$ cat src/rtl/re_empty_if.sv
// re_empty_if: read-side pointer/status bundle between the read controller, the write domain and re_empty_gen.
interface re_empty_if #(parameter int DEPTH = 32);
  localparam int AW = $clog2(DEPTH);
  logic [AW:0] rcntr_i;
  logic [AW:0] wgray_i;
  logic [AW:0] rgray_o;
  logic        empty_o;
  logic [AW:0] rlevel_o;
`ifdef RE_ALMOST_EMPTY_EN
  logic        almost_empty_o;
  modport master (output rcntr_i, wgray_i, input rgray_o, empty_o, rlevel_o, almost_empty_o);
  modport slave (input rcntr_i, wgray_i, output rgray_o, empty_o, rlevel_o, almost_empty_o);
`else
  modport master (output rcntr_i, wgray_i, input rgray_o, empty_o, rlevel_o);
  modport slave (input rcntr_i, wgray_i, output rgray_o, empty_o, rlevel_o);
`endif
endinterface

$ cat src/rtl/re_empty_gen.sv
// re_empty_gen: async FIFO read-side Gray export, write-pointer sync, empty/level (almost-empty with RE_ALMOST_EMPTY_EN).
module re_empty_gen #(
  parameter int DEPTH       = 32,
  parameter int SYNC_STAGES = 2,
  parameter int AE_THRESH   = 4
) (
  input logic rclk,
  input logic rst,
  re_empty_if.slave bus
);
  localparam int AW = $clog2(DEPTH);
  logic [AW:0] r_rgray;
  logic [AW:0] r_wsync [SYNC_STAGES];
  logic [AW:0] w_rgray_n;
  logic [AW:0] w_wgray_s;
  logic [AW:0] w_wbin;
  assign w_rgray_n = bus.rcntr_i ^ (bus.rcntr_i >> 1);
  assign w_wgray_s = r_wsync[SYNC_STAGES-1];
  always_ff @(posedge rclk) begin
    if (rst) begin
      r_rgray <= '0;
      for (int k = 0; k < SYNC_STAGES; k++) r_wsync[k] <= '0;
    end else begin
      r_rgray <= w_rgray_n;
      r_wsync[0] <= bus.wgray_i;
      for (int k = 1; k < SYNC_STAGES; k++) r_wsync[k] <= r_wsync[k-1];
    end
  end
  for (genvar g = 0; g <= AW; g++) begin : g_g2b
    assign w_wbin[g] = ^(w_wgray_s >> g);
  end
  assign bus.rgray_o  = r_rgray;
  assign bus.empty_o  = w_wgray_s == w_rgray_n;
  assign bus.rlevel_o = w_wbin - bus.rcntr_i;
`ifdef RE_ALMOST_EMPTY_EN
  assign bus.almost_empty_o = bus.rlevel_o <= (AW+1)'(AE_THRESH);
`endif
endmodule

$ cat src/flat_wrapper.sv
// flat-port wrapper written by rule: the top's interface ports become plain ports
module re_empty_gen_flat 
#(
  parameter int DEPTH       = 32,
  parameter int SYNC_STAGES = 2,
  parameter int AE_THRESH   = 4
)
  (rclk, rst, bus_rcntr_i, bus_wgray_i, bus_rgray_o, bus_empty_o, bus_rlevel_o);
  re_empty_if #(.DEPTH(DEPTH)) bus_i ();
  input logic rclk;
  input logic rst;
  input wire logic [$bits(bus_i.rcntr_i)-1:0] bus_rcntr_i;
  input wire logic [$bits(bus_i.wgray_i)-1:0] bus_wgray_i;
  output wire logic [$bits(bus_i.rgray_o)-1:0] bus_rgray_o;
  output wire logic [$bits(bus_i.empty_o)-1:0] bus_empty_o;
  output wire logic [$bits(bus_i.rlevel_o)-1:0] bus_rlevel_o;
  assign bus_i.rcntr_i = bus_rcntr_i;
  assign bus_i.wgray_i = bus_wgray_i;
  assign bus_rgray_o = bus_i.rgray_o;
  assign bus_empty_o = bus_i.empty_o;
  assign bus_rlevel_o = bus_i.rlevel_o;
  re_empty_gen #(.DEPTH(DEPTH), .SYNC_STAGES(SYNC_STAGES), .AE_THRESH(AE_THRESH)) u_core (.rclk(rclk), .rst(rst), .bus(bus_i));
endmodule
$ cat config.mk
export PLATFORM = sky130hd
export DESIGN_NAME = re_empty_gen_flat
export DESIGN_NICKNAME = d
export VERILOG_FILES = /design/src/rtl/re_empty_if.sv /design/src/rtl/re_empty_gen.sv /design/src/flat_wrapper.sv
export SDC_FILE = /design/constraint.sdc
export NUM_CORES = 1
export LEC_CHECK = 0
export CORE_MARGIN = 2
export CORE_UTILIZATION = 35
export DETAILED_ROUTE_END_ITERATION = 7
export PLACE_DENSITY_LB_ADDON = 0.3
export SYNTH_ARGS = -nofsm -noshare
export SYNTH_HDL_FRONTEND = slang
export SYNTH_SLANG_ARGS = --single-unit
$ cat constraint.sdc
create_clock -name rclk -period 6.6 [get_ports rclk]
set_clock_uncertainty 0.15 [all_clocks]
set_input_delay 1.32 -clock rclk [delete_from_list [all_inputs] [get_ports rclk]]
set_output_delay 1.32 -clock rclk [all_outputs]
set_load 0.005 [all_outputs]
Fig. 1: run 1, met3 routing
The bar under the picture is 20 microns long. Cells faint in the background.
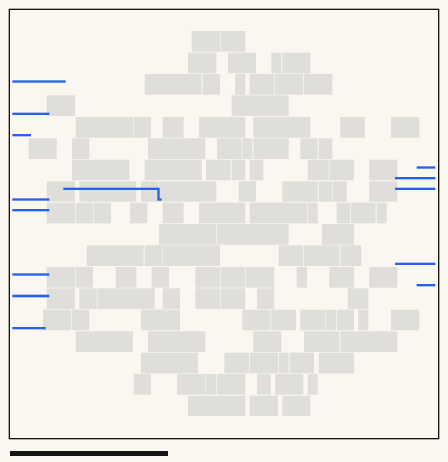
main direction = horizontal
longest straight run = 12.0 microns
nets with wire on the layer = 13
met3 Usage GRT: 1.64%
Via Count: 636
Post-Route WL: 1470 microns

Fig. 2: run 1, the metal 1 layer
The bar under the picture is 20 microns long. Supply wires on this layer in grey.
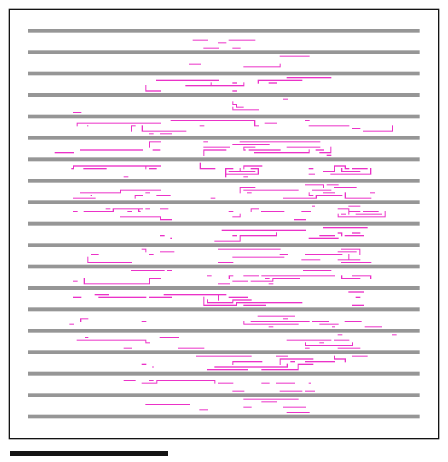
main direction = horizontal
longest straight run = 11.0 microns
share of all routed wire = 43%
nets with wire on the layer = 114
M1 GR Usage: 11.3%

==> qor.txt, run 1 <==
antenna diode count -> 0
clk_buf instances -> 4
layout cells sized above 1 -> 6.09%
XOR Share, Synth -> 22.3%
critical-path cell list -> clkdlybuf4s50_1 -> inv_1 -> ha_1 -> nor2b_1 -> o21a_1 -> o2111a_1 -> a211o_1 -> clkdlybuf4s50_1
via count of the first global-routing pass -> 529
DRC violations left -> 0
P_comb -> 0.0000928 W
met2 Use GR -> 18.9%
Hold Path Origin -> u_core.r_wsync[0][2]
initial antenna violation count -> 0
Fillers -> 224
wl on met1 -> 634 microns
Most Crowded Layer GR -> met2
yosys synthesis chip area -> 886 sq um
sequential group power -> 0.000117 W
Seq area share -> 29.6%
hold path cells -> 1
Flop area -> 360 sq um
DR top layer -> met4
Largest area class, layout -> logic gates
Worst EP required -> 5.13 ns
Multi-input gate area -> 499 sq um
syn nets -> 106
non-clock inverter count -> 6
Max transition margin -> 61.0%
ANT nets after route -> 0
crit-path max FO -> 5
power share of the combinational group -> 33.7%
most common logic cell in the routed design -> clkdlybuf4s50_1
total track usage -> 10.4%
Comb gates -> 61
Power Internal -> 0.000206 W
crit path capture type -> output pin
Worst R2R End -> u_core.r_wsync[0][10]
Synth Warn # -> 0
largest power group -> registers
met3 wire length -> 66 microns
drt first pass iters -> 4
final cell count without fillers -> 145
Adders+Majority by Area -> 9.32%
cycle use final -> 75.8%
status -> finished, final reports clean
CP startpoint kind -> input pin
worst slack, placed -> 1.60 ns
Slowest-stage cell, CP -> clkdlybuf4s50_1
Buffers on Ports -> 26
Simple-Gate Fraction of Synth Area -> 17.1%
OpenROAD warning count -> 26
ClkCell Share -> 2.98%
PnR worst setup slack -> 1.60 ns
utilization after layout -> 50.0%
cell family with most CP delay -> buffers and inverters
area fraction in mux cells -> 0%
most frequent cell after synthesis -> dfxtp_1
actual slew at the worst max-slew pin -> 0.583 ns
Tap Cells -> 30
Setup TNS -> 0 ns
aoi share -> 7.63%
critical path arrival -> 3.53 ns
Final min period -> 5.00 ns
Synth Instances -> 86
H-tree Lvls -> 1
routed wl met2 -> 758 microns
WS Path Type -> input pin to output pin
clock share of power -> 23.6%
Final Hold Vio Count -> 0
asr flop ratio synth -> 0%
Post-synth seq share -> 40.7%
io pins -> 27
Buffers, non-clock -> 26
Overflow after GRT -> 0
CTS root buf -> clkbuf_4
top cells by count, synth -> dfxtp_1 (18), nor2b_1 (16), xnor2_1 (9), xor2_1 (7), inv_1 (6)
Post-synth EDFFs -> 0
switching pwr -> 0.0000692 W
# setup viols final -> 0
biggest area cells -> dfxtp_1 (41%), nor2b_1 (11%), xnor2_1 (8.9%)
clock sink count -> 18
hold path endpoint -> u_core.r_wsync[0][8]
WL per Instance -> 10.2 microns
Via density -> 4.39
Pwr per Cell Area -> 226 mW/mm^2
ys flop type -> dfxtp_1
DP Cell Count -> 141
P_clk -> 0.0000650 W
Overall Power -> 0.000275 W
Sw Ratio -> 25.1%
post-synth cell types -> 23
post-CTS sizing -> 0
clk latency late pin -> 0.28 ns
share of power burned in registers -> 42.7%
register with the most flip-flops -> u_core.r_wsync
r2r setup slk -> 5.90 ns
max-cap check violation count -> 0
Final non-clock buffer share -> 21.4%
RePlAce Congestion -> 0.729
Post-CTS Setup Inserts -> 0
f_max -> 200 MHz
Layout Area Growth over Synthesis -> 37.3%
crit path from -> bus_rcntr_i[1]
cell area after layout -> 0.00122 sq mm
max reg flops -> 12
reg2reg start -> u_core.r_wsync[0][4]
clk slew on worst S/H paths -> 0.09 ns
dominant cell type by area after synthesis -> dfxtp_1
hold-fix buffers at CTS -> 0
r2r worst-path depth -> 1
CTS tree -> done
Num CTS Buffers -> 3
Chip Area -> 0.00295 sq mm
dominant logic cell types in the final layout -> clkdlybuf4s50_1 (26), dfxtp_1 (18), nor2b_1 (16), xnor2_1 (9), xor2_1 (7)
min-delay worst type -> register to register
CP max stage delay -> 0.58 ns
1st-iter DRT viols -> 3
placed instance area -> 0.00118 sq mm
Post-Syn Area -> 886 sq um
Top cell by count, worst path -> clkdlybuf4s50_1
Top logic family -> XOR/XNOR gates
Max Buffers Root-to-Sink -> 2
unrepaired setup endpoints after global routing -> false
Setup crit end -> bus_rlevel_o[5]
worst path bufs/invs -> 3
flop count -> 18
fp util -> 36.4%
ys cells -> 86
Fin Hold WS -> 0.290 ns
Leak -> 0.512 nW
DP Wirelength -> 1170 microns
layout net count -> 136
Max Slew Vio Count -> 0
Fig. 3: run 1, PDN straps and rails
Pins as bars on the die edge.
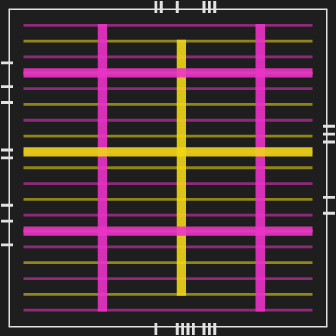
yellow -> VDD
magenta -> VSS
signal pins = 27
met5 straps = 3
met4 straps = 3
rows = 18
Worst IR Drop VDD: 0.133 mV
area of the core: 0.00243 sq mm
die extent in x: 54.3 microns
Die Y: 54.3 microns

--- run 2 (diff from run 1) ---
- clock period: 6.6 -> 4.8 ns (I/O delays scaled with it)
==> qor.txt, run 2 <==
asr flop ratio synth -> 0%
clk slew on worst S/H paths -> 0.10 ns
largest power group -> registers
utilization after layout -> 50.0%
Max transition margin -> 61.5%
Overall Power -> 0.000378 W
max-cap check violation count -> 0
XOR Share, Synth -> 22.3%
io pins -> 27
Comb gates -> 61
Adders+Majority by Area -> 9.32%
drt first pass iters -> 4
aoi share -> 7.63%
post-CTS sizing -> 0
most frequent cell after synthesis -> dfxtp_1
Fin Hold WS -> 0.290 ns
met3 wire length -> 73 microns
worst slack, placed -> 0.526 ns
top cells by count, synth -> dfxtp_1 (18), nor2b_1 (16), xnor2_1 (9), xor2_1 (7), inv_1 (6)
sequential group power -> 0.000161 W
Buffers on Ports -> 26
Most Crowded Layer GR -> met2
clock share of power -> 23.7%
reg2reg start -> u_core.r_wsync[0][4]
Pwr per Cell Area -> 311 mW/mm^2
max reg flops -> 12
share of power burned in registers -> 42.7%
min-delay worst type -> register to register
CTS tree -> done
clk latency late pin -> 0.29 ns
Final min period -> 4.41 ns
final cell count without fillers -> 145
syn nets -> 106
Tap Cells -> 30
Post-CTS Setup Inserts -> 0
switching pwr -> 0.0000948 W
unrepaired setup endpoints after global routing -> false
PnR worst setup slack -> 0.388 ns
worst path bufs/invs -> 2
Synth Warn # -> 0
Top logic family -> XOR/XNOR gates
f_max -> 227 MHz
Slowest-stage cell, CP -> clkdlybuf4s50_1
initial antenna violation count -> 0
Synth Instances -> 86
layout cells sized above 1 -> 6.09%
Via density -> 4.46
dominant logic cell types in the final layout -> clkdlybuf4s50_1 (26), dfxtp_1 (18), nor2b_1 (16), xnor2_1 (9), xor2_1 (7)
Setup TNS -> 0 ns
DR top layer -> met4
P_comb -> 0.000127 W
most common logic cell in the routed design -> clkdlybuf4s50_1
# setup viols final -> 0
via count of the first global-routing pass -> 550
Chip Area -> 0.00295 sq mm
fp util -> 36.4%
hold-fix buffers at CTS -> 0
DP Cell Count -> 141
ys flop type -> dfxtp_1
Post-synth seq share -> 40.7%
cell area after layout -> 0.00122 sq mm
H-tree Lvls -> 1
clock sink count -> 18
Sw Ratio -> 25.1%
layout net count -> 136
Buffers, non-clock -> 26
cell family with most CP delay -> XOR/XNOR gates
Simple-Gate Fraction of Synth Area -> 17.1%
Setup crit end -> bus_rlevel_o[4]
Worst EP required -> 3.69 ns
dominant cell type by area after synthesis -> dfxtp_1
cycle use final -> 91.9%
Final Hold Vio Count -> 0
ANT nets after route -> 0
WS Path Type -> register to output pin
actual slew at the worst max-slew pin -> 0.575 ns
routed wl met2 -> 746 microns
OpenROAD warning count -> 26
Fillers -> 237
Layout Area Growth over Synthesis -> 37.3%
Leak -> 0.512 nW
placed instance area -> 0.00118 sq mm
DRC violations left -> 0
CP startpoint kind -> register
crit path from -> u_core.r_wsync[0][10]
power share of the combinational group -> 33.7%
Overflow after GRT -> 0
Worst path depth -> 11
Largest area class, layout -> logic gates
hold path cells -> 1
hold path endpoint -> u_core.r_wsync[0][8]
Flop area -> 360 sq um
r2r worst-path depth -> 1
biggest area cells -> dfxtp_1 (41%), nor2b_1 (11%), xnor2_1 (8.9%)
CP max stage delay -> 0.51 ns
die extent in x -> 54.3 microns
1st-iter DRT viols -> 4
Hold Path Origin -> u_core.r_wsync[0][2]
WL per Instance -> 9.99 microns
critical-path cell list -> xor2_2 -> xor2_2 -> xor3_2 -> xnor2_1 -> ha_1 -> inv_1 -> fa_1 -> a21o_1 -> a21oi_1 -> xnor2_1 -> clkdlybuf4s50_1
Seq area share -> 29.6%
area fraction in mux cells -> 0%
Die Y -> 54.3 microns
Num CTS Buffers -> 3
wl on met1 -> 600 microns
met3 Usage GRT -> 2.46%
Post-Syn Area -> 886 sq um
Worst R2R End -> u_core.r_wsync[0][10]
non-clock inverter count -> 6
met2 Use GR -> 19.1%
Max Buffers Root-to-Sink -> 2
DP Wirelength -> 1170 microns
Final non-clock buffer share -> 21.4%
row cnt -> 18
flop count -> 18
Multi-input gate area -> 499 sq um
ys cells -> 86
post-synth cell types -> 23
Post-synth EDFFs -> 0
yosys synthesis chip area -> 886 sq um
register with the most flip-flops -> u_core.r_wsync
Max Slew Vio Count -> 0
r2r setup slk -> 4.11 ns
clk_buf instances -> 4
status -> finished, final reports clean
crit-path max FO -> 3
ClkCell Share -> 2.98%
critical path arrival -> 3.30 ns
RePlAce Congestion -> 0.729
CTS root buf -> clkbuf_4
antenna diode count -> 0
crit path capture type -> output pin
P_clk -> 0.0000896 W
total track usage -> 10.7%
Fig. 4: run 2, PDN straps and rails
Pins as bars on the die edge.
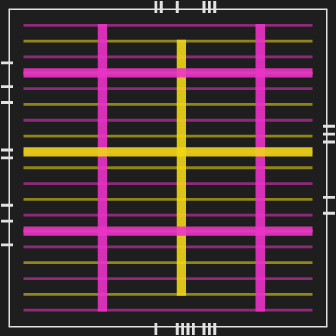
yellow -> VDD
magenta -> VSS
rows = 18
signal pins = 27
met4 straps = 3
met5 straps = 3
met1 rails = 19
Worst IR Drop VDD: 0.179 mV

Fig. 5: run 2, the metal 1 layer
The bar under the picture is 20 microns long. Supply wires on this layer in grey.
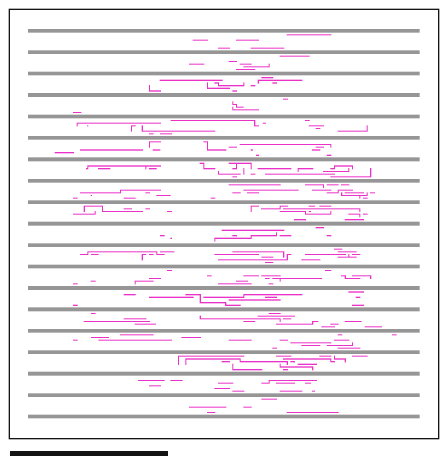
wire length on this layer = 600 microns
main direction = horizontal
longest straight run = 11.5 microns
M1 GR Usage: 11.0%
Via Count: 646
Post-Route WL: 1450 microns

--- run 3 (diff from run 2) ---
--- a/config.mk
+++ b/config.mk
@@ -11,2 +11,3 @@
 export PLACE_DENSITY_LB_ADDON = 0.3
+export REMOVE_ABC_BUFFERS = 1
 export SYNTH_ARGS = -nofsm -noshare
==> constraint.sdc (replaced) <==
create_clock -name rclk -period 4.8 [get_ports rclk]
set_clock_uncertainty 0.15 [all_clocks]
set_input_delay 1.44 -clock rclk [delete_from_list [all_inputs] [get_ports rclk]]
set_output_delay 1.44 -clock rclk [all_outputs]
set_load 0.005 [all_outputs]
==> qor.txt, run 3 <==
flop count -> 18
Hold Path Origin -> u_core.r_wsync[0][2]
critical-path cell list -> clkdlybuf4s50_1 -> xor2_1 -> nor3_1 -> a211o_1 -> dlygate4sd2_1
yosys synthesis chip area -> 886 sq um
placed instance area -> 0.00128 sq mm
Overflow after GRT -> 0
H-tree Lvls -> 1
# setup viols final -> 0
clk slew on worst S/H paths -> 0.09 ns
crit-path max FO -> 5
DR top layer -> met4
Fillers -> 222
non-clock inverter count -> 6
Adders+Majority by Area -> 9.32%
OpenROAD warning count -> 25
Comb gates -> 61
ys cells -> 86
clock share of power -> 22.8%
sequential group power -> 0.000161 W
row cnt -> 18
Worst R2R End -> u_core.r_wsync[0][9]
f_max -> 212 MHz
r2r worst-path depth -> 1
Chip Area -> 0.00295 sq mm
Seq area share -> 27.1%
Post-synth seq share -> 40.7%
Synth Instances -> 86
final cell count without fillers -> 159
CTS root buf -> clkbuf_4
Overall Power -> 0.000391 W
io pins -> 27
aoi share -> 7.63%
hold path cells -> 1
max reg flops -> 12
DP Wirelength -> 1280 microns
Post-CTS Setup Inserts -> 0
clk_buf instances -> 4
Synth Warn # -> 0
Flop area -> 360 sq um
Final Hold Vio Count -> 0
most frequent cell after synthesis -> dfxtp_1
register with the most flip-flops -> u_core.r_wsync
biggest area cells -> dfxtp_1 (41%), nor2b_1 (11%), xnor2_1 (8.9%)
Power Internal -> 0.000289 W
layout net count -> 150
Num CTS Buffers -> 3
WL per Instance -> 10.5 microns
met3 Usage GRT -> 1.64%
Max transition margin -> 59.3%
Final min period -> 4.71 ns
largest power group -> registers
Post-synth EDFFs -> 0
cell area after layout -> 0.00133 sq mm
met2 Use GR -> 22.3%
post-synth cell types -> 23
Pwr per Cell Area -> 295 mW/mm^2
Via density -> 4.39
top cells by count, synth -> dfxtp_1 (18), nor2b_1 (16), xnor2_1 (9), xor2_1 (7), inv_1 (6)
Slowest-stage cell, CP -> clkdlybuf4s50_1
Leak -> 0.597 nW
area of the core -> 0.00243 sq mm
r2r setup slk -> 4.10 ns
wl on met1 -> 697 microns
reg2reg start -> u_core.r_wsync[0][3]
min-delay worst type -> register to register
die extent in x -> 54.3 microns
share of power burned in registers -> 41.2%
Post-Syn Area -> 886 sq um
Most Crowded Layer GR -> met2
met3 wire length -> 63 microns
asr flop ratio synth -> 0%
drt first pass iters -> 4
DRC violations left -> 0
clk latency late pin -> 0.28 ns
Setup crit end -> bus_rlevel_o[5]
Max Slew Vio Count -> 0
unrepaired setup endpoints after global routing -> false
Worst path depth -> 5
status -> finished, final reports clean
Top logic family -> XOR/XNOR gates
CP max stage delay -> 0.56 ns
PnR worst setup slack -> 0.0867 ns
Worst IR Drop VDD -> 0.234 mV
cycle use final -> 98.2%
critical path arrival -> 3.12 ns
total track usage -> 12.6%
P_comb -> 0.000141 W
dominant logic cell types in the final layout -> dfxtp_1 (18), clkdlybuf4s50_1 (17), nor2b_1 (16), buf_4 (14), xnor2_1 (9)
worst path bufs/invs -> 2
Worst EP required -> 3.21 ns
DP Cell Count -> 155
hold-fix buffers at CTS -> 0
Max Buffers Root-to-Sink -> 2
CP startpoint kind -> input pin
Buffers on Ports -> 26
crit path from -> bus_rcntr_i[5]
worst slack, placed -> -0.332 ns
Buffers, non-clock -> 40
switching pwr -> 0.000102 W
crit path capture type -> output pin
power share of the combinational group -> 36.0%
ys flop type -> dfxtp_1
1st-iter DRT viols -> 3
layout cells sized above 1 -> 21.7%
CTS tree -> done
largest net degree at the start of global routing -> 19
area fraction in mux cells -> 0%
Setup TNS -> 0 ns
dominant cell type by area after synthesis -> dfxtp_1
Layout Area Growth over Synthesis -> 49.9%
post-CTS sizing -> 12
via count of the first global-routing pass -> 647
M1 GR Usage -> 13.7%
Largest area class, layout -> logic gates
Simple-Gate Fraction of Synth Area -> 17.1%
ClkCell Share -> 2.73%
RePlAce Congestion -> 0.777
initial antenna violation count -> 0
Tap Cells -> 30
Sw Ratio -> 26.2%
actual slew at the worst max-slew pin -> 0.609 ns
P_clk -> 0.0000893 W
max-cap check violation count -> 0
ANT nets after route -> 0
Fin Hold WS -> 0.294 ns
utilization after layout -> 54.6%
Multi-input gate area -> 515 sq um
XOR Share, Synth -> 22.3%
hold path endpoint -> u_core.r_wsync[0][8]
Fig. 6: run 3, met3 routing
The bar under the picture is 20 microns long. Cells faint in the background.
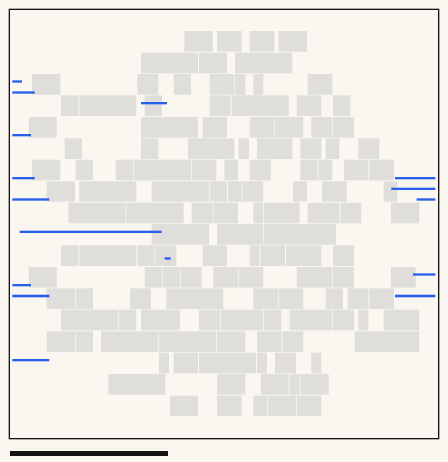
wire length on this layer = 63.7 microns
main direction = horizontal
share of all routed wire = 3.8%
nets with wire on the layer = 14
Post-Route WL: 1660 microns
Via Count: 698

Fig. 7: run 3, logic cells by family
The bar under the picture is 20 microns long.
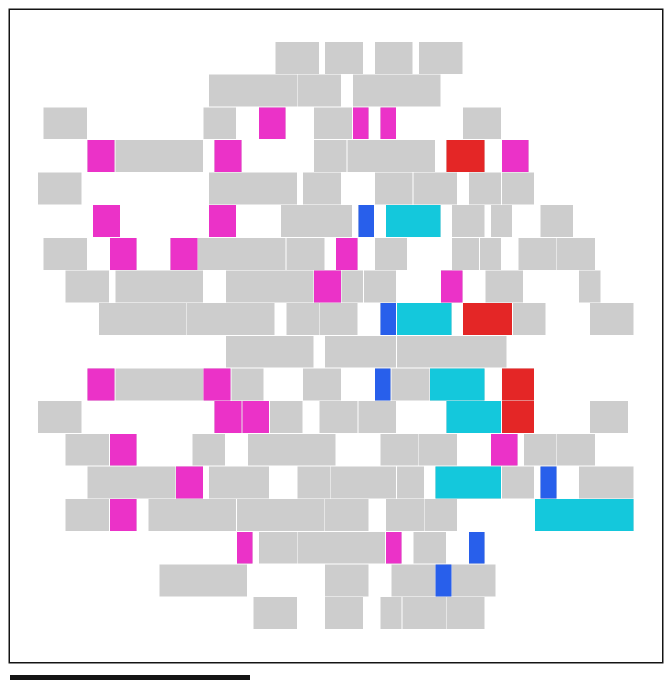
cyan -> fa/ha/maj cells  # cells 6
magenta -> nor cells  # cells 23
blue -> inv cells  # cells 6
red -> non-inverting ao/oa cells  # cells 4, where east
logic share of the area: 38.8%
most common logic cell in the routed design: dfxtp_1

Power is estimated from default activity; no workload was simulated.
